File: src/rtl/approx_add_arbiter.sv
// Two-requester arbiter in front of one shared 8-bit adder that can run exact or
// lower-part-OR approximate addition; one transaction in flight, round-robin on contention.
module approx_add_arbiter (
  input  logic        clk,
  input  logic        rst,
  input  logic        req0_valid,
  input  logic [7:0]  req0_a,
  input  logic [7:0]  req0_b,
  input  logic        req0_approx,
  output logic        req0_ready,
  input  logic        req1_valid,
  input  logic [7:0]  req1_a,
  input  logic [7:0]  req1_b,
  input  logic        req1_approx,
  output logic        req1_ready,
  output logic        res_valid,
  input  logic        res_ready,
  output logic [8:0]  res_sum,
  output logic        res_id,
  output logic        res_approx,
  output logic        busy,
  output logic [15:0] op_count
);

  typedef enum logic [1:0] {IDLE, CALC, HOLD} state_t;

  state_t      state;
  logic        ptr;
  logic [7:0]  a_q;
  logic [7:0]  b_q;
  logic        approx_q;
  logic        id_q;
  logic [15:0] op_count_q;

  logic        gnt_valid;
  logic        gnt_id;
  logic [8:0]  exact_sum;
  logic [8:0]  approx_sum;
  logic [5:0]  approx_hi;
  logic        approx_cin;

  // Grant is combinational so a requester sees ready in the same IDLE cycle it offers.
  always_comb begin
    // NOTE: every always_comb output gets a default first so no path leaves it unassigned (no latch).
    gnt_valid = 1'b0;
    gnt_id    = 1'b0;
    if (state == IDLE && !rst) begin
      if (req0_valid && req1_valid) begin
        gnt_valid = 1'b1;
        gnt_id    = ptr;
      end else if (req0_valid) begin
        gnt_valid = 1'b1;
      end else if (req1_valid) begin
        gnt_valid = 1'b1;
        gnt_id    = 1'b1;
      end
    end
  end

  assign req0_ready = gnt_valid & ~gnt_id;
  assign req1_ready = gnt_valid &  gnt_id;

  // Approximate: bits 2:0 are OR-ed, a[2]&b[2] is injected as carry into the exact upper part.
  assign exact_sum  = {1'b0, a_q} + {1'b0, b_q};
  assign approx_cin = a_q[2] & b_q[2];
  assign approx_hi  = {1'b0, a_q[7:3]} + {1'b0, b_q[7:3]} + {5'b0, approx_cin};
  assign approx_sum = {approx_hi, a_q[2:0] | b_q[2:0]};

  assign busy     = (state != IDLE);
  assign op_count = op_count_q;

  always_ff @(posedge clk) begin
    if (rst) begin
      state      <= IDLE;
      ptr        <= 1'b0;
      a_q        <= '0;
      b_q        <= '0;
      approx_q   <= 1'b0;
      id_q       <= 1'b0;
      res_valid  <= 1'b0;
      res_sum    <= '0;
      res_id     <= 1'b0;
      res_approx <= 1'b0;
      op_count_q <= '0;
    end else begin
      // NOTE: state registers use non-blocking assignments so every update sees pre-edge values.
      case (state)
        IDLE: begin
          if (gnt_valid) begin
            a_q      <= gnt_id ? req1_a : req0_a;
            b_q      <= gnt_id ? req1_b : req0_b;
            approx_q <= gnt_id ? req1_approx : req0_approx;
            id_q     <= gnt_id;
            ptr      <= ~gnt_id;
            state    <= CALC;
          end
        end
        CALC: begin
          res_sum    <= approx_q ? approx_sum : exact_sum;
          res_id     <= id_q;
          res_approx <= approx_q;
          res_valid  <= 1'b1;
          state      <= HOLD;
        end
        HOLD: begin
          if (res_ready) begin
            res_valid <= 1'b0;
            state     <= IDLE;
            if (op_count_q != 16'hFFFF) op_count_q <= op_count_q + 16'd1;
          end
        end
        default: state <= IDLE;
      endcase
    end
  end

endmodule

File: config.mk
export PLATFORM = sky130hd
export DESIGN_NAME = approx_add_arbiter
export DESIGN_NICKNAME = d
export VERILOG_FILES = /design/src/rtl/approx_add_arbiter.sv
export SDC_FILE = /design/constraint.sdc
export NUM_CORES = 1
export LEC_CHECK = 0
export CAP_MARGIN = 20
export CORE_MARGIN = 5
export CORE_UTILIZATION = 45
export DETAILED_ROUTE_END_ITERATION = 8
export PLACE_DENSITY = 0.78
export SLEW_MARGIN = 20
export SYNTH_ARGS = -nofsm -noshare
export SYNTH_HDL_FRONTEND = slang
export SYNTH_SLANG_ARGS = --single-unit
File: constraint.sdc
create_clock -name clk -period 2.27 [get_ports clk]
set_input_delay 0.3405 -clock clk [delete_from_list [all_inputs] [get_ports clk]]
set_output_delay 0.3405 -clock clk [all_outputs]
set_load 0.02 [all_outputs]
==> Flow_metrics.wiki, run 1 <==
== Metrics ==
{| class="wikitable"
! Metric !! Value
|-
| IO Pins || 70
|-
| DIE HEIGHT || 86.3 um
|-
| Power consumption || 1.83 mW
|-
| Total placed cells including tap cells || 433
|-
| Total power divided by cell area || 523 nW/um2
|-
| Status || complete, no violations
|-
| Finish-stage setup viols || 0
|-
| Highest fanout seen on the critical path || 4
|-
| Vias in the first global route || 2,340
|-
| Fraction of the mapped netlist area in compound gates || 19.1%
|-
| Area Overhead vs Synth || 33.7%
|-
| Router iterations before antenna repair || 5
|-
| Kind of capture point of the worst setup path || register
|-
| Combinational Power || 376 uW
|-
| Sinks on the clock net || 49
|-
| Launching element type of the critical path || register
|-
| Portion of total power attributed to the clock network || 28.3%
|-
| Transition time at the pin with the least slew margin || 596 ps
|-
| Final nets || 422
|-
| Registers || 49
|-
| Switching share of power || 28.4%
|-
| Cells after synthesis || 296
|-
| CP max stage delay || 440 ps
|-
| Summed standard-cell area reported by yosys || 2620 um2
|-
| Clock period minus worst slack || 2080 ps
|-
| Multi-input combinational area share || 43.5%
|-
| Global-route wire length before repair || 11,200 um
|-
| Resize count post-CTS || 2
|-
| Part of the total power dissipated in combinational logic || 20.5%
|-
| Required arrival time at the worst endpoint || 2470 ps
|-
| Combinational Area || 1520 um2
|-
| Leading cell types by count after synthesis || 49 x dfxtp_1, 35 x nor2_1, 21 x a21oi_1, 18 x nand2_1, 17 x a222oi_1
|-
| Amount of wire on met2 after detailed routing || 3170 um
|-
| Number of different library cells in the post-synthesis netlist || 47
|-
| Number of port buffers || 69
|-
| Count of library flops with an enable pin || 0
|-
| Area of the mapped netlist || 2620 um2
|-
| Maximum number of pins on one net before global-route repair || 55
|-
| Area taken by flip-flops and latches || 981 um2
|-
| Number of logic inverters in the finished layout || 15
|-
| Number of cells traversed by the worst register-to-register path || 7
|-
| Number of rows created at floorplan || 27
|-
| Highest clock frequency the design can meet || 0.481 GHz
|-
| Clock tree root driver cell || clkbuf_8
|-
| Number of buffers created by CTS || 5
|-
| #FFs+latches synth || 49
|-
| Max power group || registers
|-
| Proportion of synthesized chip area in sequential cells || 37.4%
|-
| Uppermost routed layer || met4
|-
| Number of well-tap cells placed || 72
|-
| Arrival time reported for the critical path endpoint || 2270 ps
|-
| Top FF cell, synth || dfxtp_1
|-
| Max FFs per register || 16
|-
| Share of the synthesized area in the top cell type || 37.4%
|-
| Power spent charging and discharging nets || 521 uW
|-
| P_seq || 938 uW
|-
| Kind of cell with the highest combined delay on the critical path || adder cells
|-
| Clock-pin transition on the worst setup and hold timing paths || 90 ps
|-
| Synthesized Nets || 350
|-
| Number of warning messages in the logs || 29
|-
| Path category of the worst min-delay check || reg2reg
|-
| Hold Fails Final Rpt || 0
|-
| Ys async rst share || 0%
|-
| Die X-Extent || 86.3 um
|-
| Number of buffers on the longest clock path || 2
|-
| Power of the clock network || 518 uW
|-
| Layout multi-input combinational cell count || 217
|-
| Most numerous logic cells after layout || 66 x clkdlybuf4s50_1, 49 x dfxtp_1, 35 x nor2_1
|-
| Worst path depth || 7
|-
| Period Utilization, post-route || 91.5%
|-
| Total negative slack || 0 ps
|-
| DRC Markers || 0
|-
| CTS tree || built
|-
| Chip area || 7450 um2
|-
| Top area cell types || dfxtp_1 37%, a222oi_1 6.5%, ha_1 5.7%
|-
| # Cells Yosys || 296
|-
| Largest non-sequential cell family by area || simple AND/OR/NAND/NOR gates
|}
==> run 1: worst paths after layout <==
check                           startpoint          to  slack [ps]
worst max-delay path                a_q[2]  res_sum[7]         190
worst min-delay path            res_sum[1]  res_sum[1]         450
worst max register to register      a_q[2]  res_sum[7]         190
worst min register to register  res_sum[1]  res_sum[1]         450
==> run 1: worst register-to-register path, delay by kind of cell (launching register included) <==
kind,cells,cell delay (ps)
adder cells (fa/ha/maj),3,1110
flip-flops,1,330
AND/OR/NAND/NOR,2,290
AND-OR/OR-AND,2,240
==> run 1: metrics by stage <==
stage                     setup WS (ps)  area [um2]
final                               192        3500
after global routing               17.1        3500
after CTS                           186        3500
after detailed placement           64.8        3420
after global placement             80.7        3420
after floorplan                     312        2620
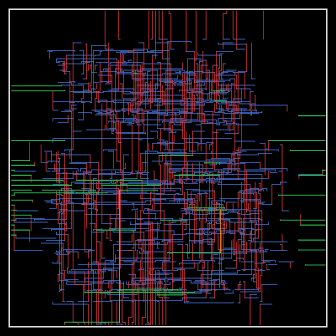
Run 1: metal layers overlaid
[red] M2 | wire length: 3,170 um
[blue] M1 | wire length: 3,060 um
[orange] M4 | wire length: 47.6 um
[green] M3 | wire length: 443 um
total vias in the final route: 2,479
total track usage: 18.4%

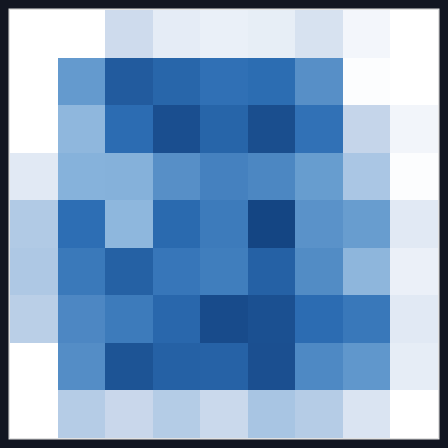
Run 1: local utilization
9 x 9 tiles, from white (low) to dark blue (high), 0 to 100% covered.
densest ninth of the die: middle
fullest tile: 92%
emptiest ninth of the die: top right
nearly empty tiles: 14%
share of the core filled with cells in the final layout: 62.9%
core footprint: 5570 um2
fp_density: 47.0%

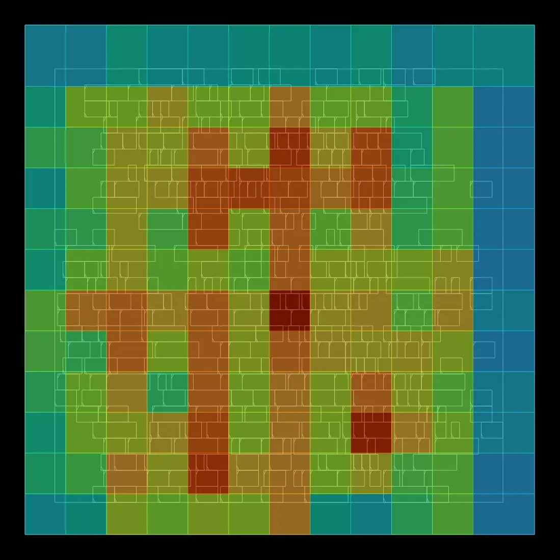
Run 1: congestion heat map
routing usage on met3: 4.28%
most congested layer reported by global routing: met2
met2 capacity usage during global routing: 28.9%
mean routed wirelength per cell: 15.2 um

==> run 1 -> run 2 <==
--- a/config.mk
+++ b/config.mk
@@ -5,7 +5,7 @@
 export SDC_FILE = /design/constraint.sdc
 export NUM_CORES = 1
 export LEC_CHECK = 0
-export CAP_MARGIN = 20
+export CAP_MARGIN = 15
 export CORE_MARGIN = 5
 export CORE_UTILIZATION = 45
 export DETAILED_ROUTE_END_ITERATION = 8
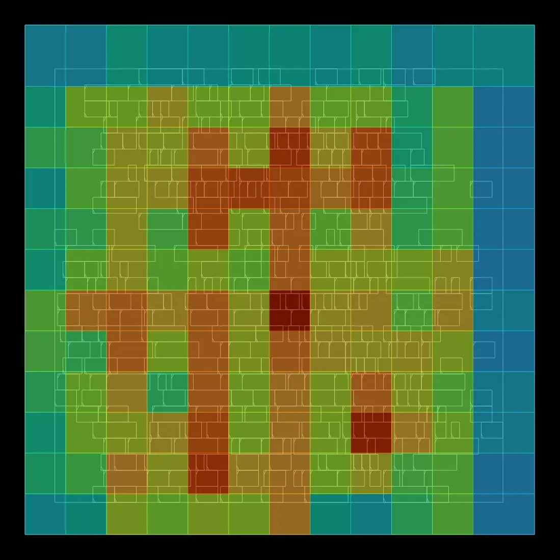
Run 2: congestion heat map
routing usage on met1: 25.5%

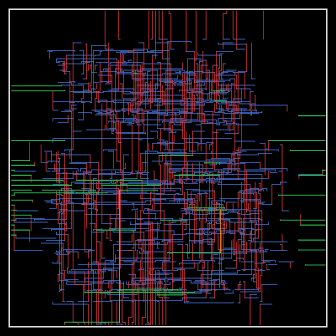
Run 2: metal layers overlaid
[blue] M1 | wire length: 3,060 um
[red] M2 | wire length: 3,170 um
[green] M3 | wire length: 443 um
[orange] M4 | wire length: 47.6 um
Routed Wire Length: 6720 um

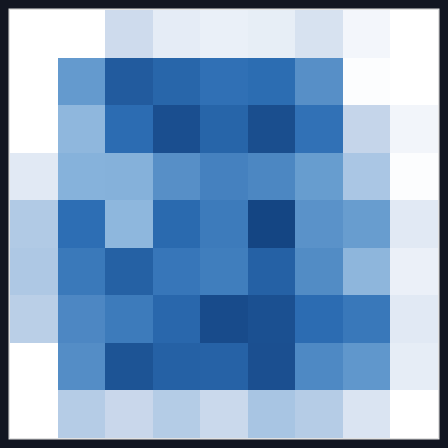
Run 2: local utilization
9 x 9 tiles, from white (low) to dark blue (high), 0 to 100% covered.
nearly empty tiles: 14%
tiles over 75% full: 24%
densest ninth of the die: middle

==> Flow_metrics.wiki, run 2 <==
== Metrics ==
{| class="wikitable"
! Metric !! Value
|-
| Status || complete, no violations (unchanged)
|-
| Launching element type of the critical path || register (unchanged)
|-
| Switching share of power || 28.4% (unchanged)
|-
| Reg2reg end || res_sum[7] (unchanged)
|-
| Critical R2R Launch || a_q[2] (unchanged)
|-
| #FFs+latches synth || 49 (unchanged)
|-
| CTS tree || built (unchanged)
|-
| Resize count post-CTS || 2 (unchanged)
|-
| Proportion of synthesized chip area in sequential cells || 37.4% (unchanged)
|-
| Hold wc startpoint || res_sum[1] (unchanged)
|-
| Path category of the worst min-delay check || reg2reg (unchanged)
|-
| Maximum number of pins on one net before global-route repair || 55 (unchanged)
|-
| Number of buffers created by CTS || 5 (unchanged)
|-
| R2R Setup Slk || 190 ps (about the same)
|-
| Transition time at the pin with the least slew margin || 596 ps (unchanged)
|-
| Fp_density || 47.0% (unchanged)
|-
| Area taken by flip-flops and latches || 981 um2 (unchanged)
|-
| Cells after synthesis || 296 (unchanged)
|-
| Power consumption || 1.83 mW (unchanged)
|-
| Worst Hold End || res_sum[1] (unchanged)
|-
| Arrival time reported for the critical path endpoint || 2270 ps (about the same)
|-
| Summed standard-cell area reported by yosys || 2620 um2 (unchanged)
|-
| Largest non-sequential cell family by area || simple AND/OR/NAND/NOR gates (unchanged)
|-
| Clock tree root driver cell || clkbuf_8 (unchanged)
|-
| Clock period minus worst slack || 2080 ps (unchanged)
|-
| Top FF cell, synth || dfxtp_1 (unchanged)
|-
| Final Cell Area || 3500 um2 (unchanged)
|-
| Clock-pin transition on the worst setup and hold timing paths || 90 ps (about the same)
|-
| Count of library flops with an enable pin || 0 (unchanged)
|-
| Mean routed wirelength per cell || 15.2 um (unchanged)
|-
| Share of the core filled with cells in the final layout || 62.9% (unchanged)
|-
| Core footprint || 5570 um2 (unchanged)
|-
| Sinks on the clock net || 49 (unchanged)
|-
| Highest fanout seen on the critical path || 4 (unchanged)
|-
| Combinational Area || 1520 um2 (unchanged)
|-
| Portion of total power attributed to the clock network || 28.3% (about the same)
|-
| Required arrival time at the worst endpoint || 2470 ps (about the same)
|-
| Number of different library cells in the post-synthesis netlist || 47 (unchanged)
|-
| Leading cell types by count after synthesis || 49 x dfxtp_1, 35 x nor2_1, 21 x a21oi_1, 18 x nand2_1, 17 x a222oi_1 (unchanged)
|-
| Area of the mapped netlist || 2620 um2 (unchanged)
|-
| Finish-stage setup viols || 0 (unchanged)
|-
| Synthesized Nets || 350 (unchanged)
|-
| Max power group || registers (unchanged)
|-
| Total placed cells including tap cells || 433 (unchanged)
|-
| Worst setup path endpoint || res_sum[7] (unchanged)
|-
| DRC Markers || 0 (unchanged)
|-
| Router iterations before antenna repair || 5 (unchanged)
|-
| Top area cell types || dfxtp_1 37%, a222oi_1 6.5%, ha_1 5.7% (unchanged)
|-
| Area Overhead vs Synth || 33.7% (unchanged)
|-
| Period Utilization, post-route || 91.5% (unchanged)
|-
| IO Pins || 70 (unchanged)
|-
| Vias in the first global route || 2,340 (unchanged)
|-
| Ys async rst share || 0% (unchanged)
|-
| Highest clock frequency the design can meet || 0.481 GHz (unchanged)
|-
| Chip area || 7450 um2 (unchanged)
|-
| Number of port buffers || 69 (unchanged)
|-
| Total vias in the final route || 2,479 (unchanged)
|-
| Part of the total power dissipated in combinational logic || 20.5% (about the same)
|-
| Power of the clock network || 518 uW (about the same)
|-
| Setup WS pre-CTS || 64.8 ps (unchanged)
|-
| # Cells Yosys || 296 (unchanged)
|}
[run 2: layer usage]
metal	global-route usage (%)	share of wire, %
met1	25.5	45
met2	28.9	47
met3	4.28	6.6
met4	4.82	0.70
met5	0	0
[run 2: layout make-up]
cell class / count / share of cell area [%]
timing repair buffer: 80 / 21.9
multi-input combinational: 217 / 43.5
inverter: 15 / 1.61
tap: 72 / 2.57
clock inverter: 2 / 0.429
sequential: 49 / 28.0
clock buffer: 6 / 2.07
[run 2: worst max-delay path, cell delays in order, from the launching register on]
cell and delay [ps]:
dfxtp_1 330, ha_1 230, fa_1 440, fa_1 440, nand4_1 110, o211a_1 160
a2111oi_0 80, nand3b_1 180
==> run 2 -> run 3 <==
--- a/config.mk
+++ b/config.mk
@@ -6,10 +6,12 @@
 export NUM_CORES = 1
 export LEC_CHECK = 0
 export CAP_MARGIN = 15
+export CELL_PAD_IN_SITES_DETAIL_PLACEMENT = 2
+export CELL_PAD_IN_SITES_GLOBAL_PLACEMENT = 2
 export CORE_MARGIN = 5
-export CORE_UTILIZATION = 45
+export CORE_UTILIZATION = 28
 export DETAILED_ROUTE_END_ITERATION = 8
-export PLACE_DENSITY = 0.78
+export PLACE_DENSITY = 0.82
 export SLEW_MARGIN = 20
 export SYNTH_ARGS = -nofsm -noshare
 export SYNTH_HDL_FRONTEND = slang
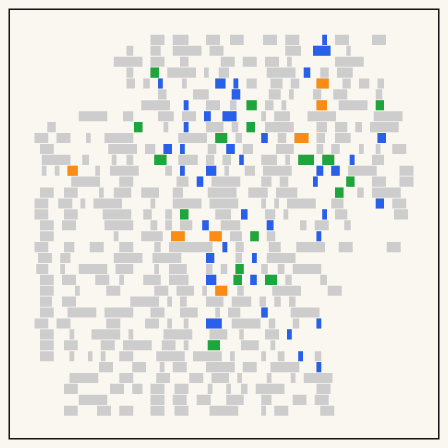
Run 3: selected gate families
[orange] non-inverting ao/oa cells | cells: 7
[green] and/or cells | cells: 17
[blue] nand cells | cells: 41
multi-input combinational area share: 42.5%
commonest non-fill, non-tap cell in the layout: clkdlybuf4s50_1
number of non-filler instances in the completed layout: 482

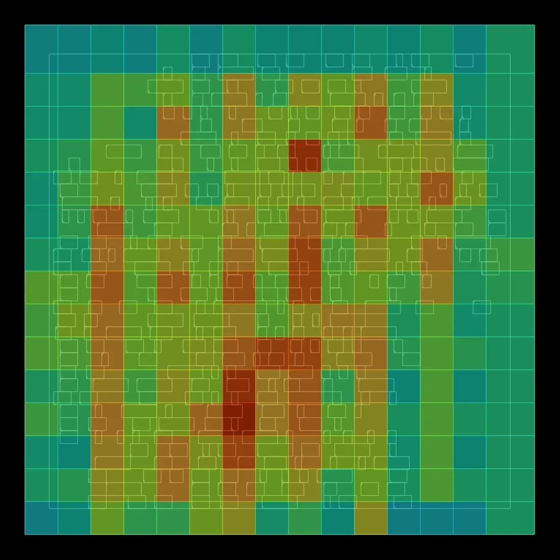
Run 3: congestion heat map
met2 capacity usage during global routing: 27.7%
total track usage: 15.6%

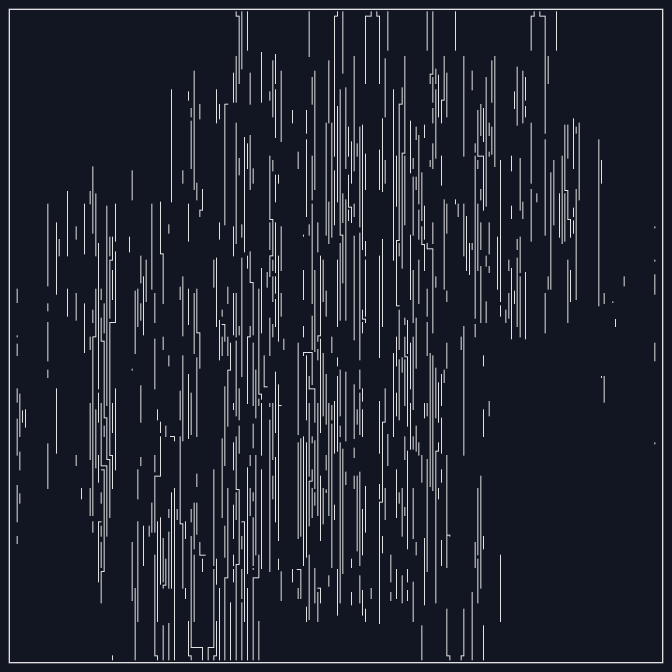
Run 3: met2 routing
longest straight run: 32.6 um
nets with wire on the layer: 395
main direction: vertical
total vias in the final route: 2,598
Routed Wire Length: 8650 um

==> Flow_metrics.wiki, run 3 <==
== Metrics ==
{| class="wikitable"
! Metric !! Value
|-
| Final nets || 424 (was 422)
|-
| Max FFs per register || 16 (unchanged)
|-
| Clock tree root driver cell || clkbuf_8 (unchanged)
|-
| Path category of the worst min-delay check || reg2reg (unchanged)
|-
| Switching share of power || 27.9% (was 28.4%)
|-
| Number of cells traversed by the worst register-to-register path || 7 (unchanged)
|-
| Combinational Power || 398 uW (was 376 uW)
|-
| Setup WS pre-CTS || -29.4 ps (was 64.8 ps)
|-
| Router iterations before antenna repair || 6 (was 5)
|-
| Ys async rst share || 0% (unchanged)
|-
| Library cell appearing most often on the critical path || fa_1 (unchanged)
|-
| Highest fanout seen on the critical path || 4 (unchanged)
|-
| Total placed cells including tap cells || 474 (was 433)
|-
| Setup ws final || 101 ps (was 192 ps)
|-
| Summed standard-cell area reported by yosys || 2620 um2 (unchanged)
|-
| Die X-Extent || 107 um (was 86.3 um)
|-
| Area of the mapped netlist || 2620 um2 (unchanged)
|-
| Critical path buffers and inverters || 0 (unchanged)
|-
| Part of the total power dissipated in combinational logic || 20.1% (was 20.5%)
|-
| Count of library flops with an enable pin || 0 (unchanged)
|-
| Largest non-sequential cell family by area || simple AND/OR/NAND/NOR gates (unchanged)
|-
| R2R Setup Slk || 100 ps (was 190 ps)
|-
| Total power divided by cell area || 549 nW/um2 (was 523 nW/um2)
|-
| Post-Route M1 WL || 3850 um (was 3060 um)
|-
| Most numerous logic cells after layout || 66 x clkdlybuf4s50_1, 49 x dfxtp_1, 35 x nor2_1 (unchanged)
|-
| Reg2reg end || res_sum[7] (unchanged)
|-
| # Cells Yosys || 296 (unchanged)
|-
| CTS tree || built (unchanged)
|-
| Chain of cells forming the critical path || ha_1 > fa_1 > fa_1 > nand4_1 > o211a_1 > a2111oi_0 > nand3b_1 (unchanged)
|-
| Finish-stage setup viols || 0 (unchanged)
|-
| Uppermost routed layer || met4 (unchanged)
|-
| Number of port buffers || 69 (unchanged)
|-
| Amount of wire on met2 after detailed routing || 4470 um (was 3170 um)
|-
| Worst path depth || 7 (unchanged)
|-
| Status || complete, no violations (unchanged)
|-
| Top FF cell, synth || dfxtp_1 (unchanged)
|-
| Power spent charging and discharging nets || 552 uW (was 521 uW)
|-
| Number of warning messages in the logs || 29 (unchanged)
|-
| Critical R2R Launch || a_q[2] (unchanged)
|}
[run 3: cell counts after synthesis]
Identical to the previous run, type by type.
[run 3: final cells by class]
cell class                 instances  area, um2  area share, %
sequential                        49        981           27.2
tap                              111        139           3.85
inverter                          15       56.3           1.56
timing repair buffer              82        781           21.7
clock buffer                       5       68.8           1.91
clock inverter                     3       46.3           1.28
multi-input combinational        217       1530           42.5
[run 3: metrics by stage]
stage / cell area [um2] / total power [mW]
after floorplan: 2620 / 1.16
after global placement: 3480 / 1.34
after detailed placement: 3480 / 1.36
after CTS: 3590 / 2.01
after global routing: 3610 / 2.08
final: 3610 / 1.98
[run 3: logic make-up after synthesis]
logic type | after synthesis
simple gates | 122
compound gates | 66
flops | 49
buf+inv | 30
fa+ha+maj | 15
mux | 13
xor+xnor | 1
Power and IR drop assume default switching activity.
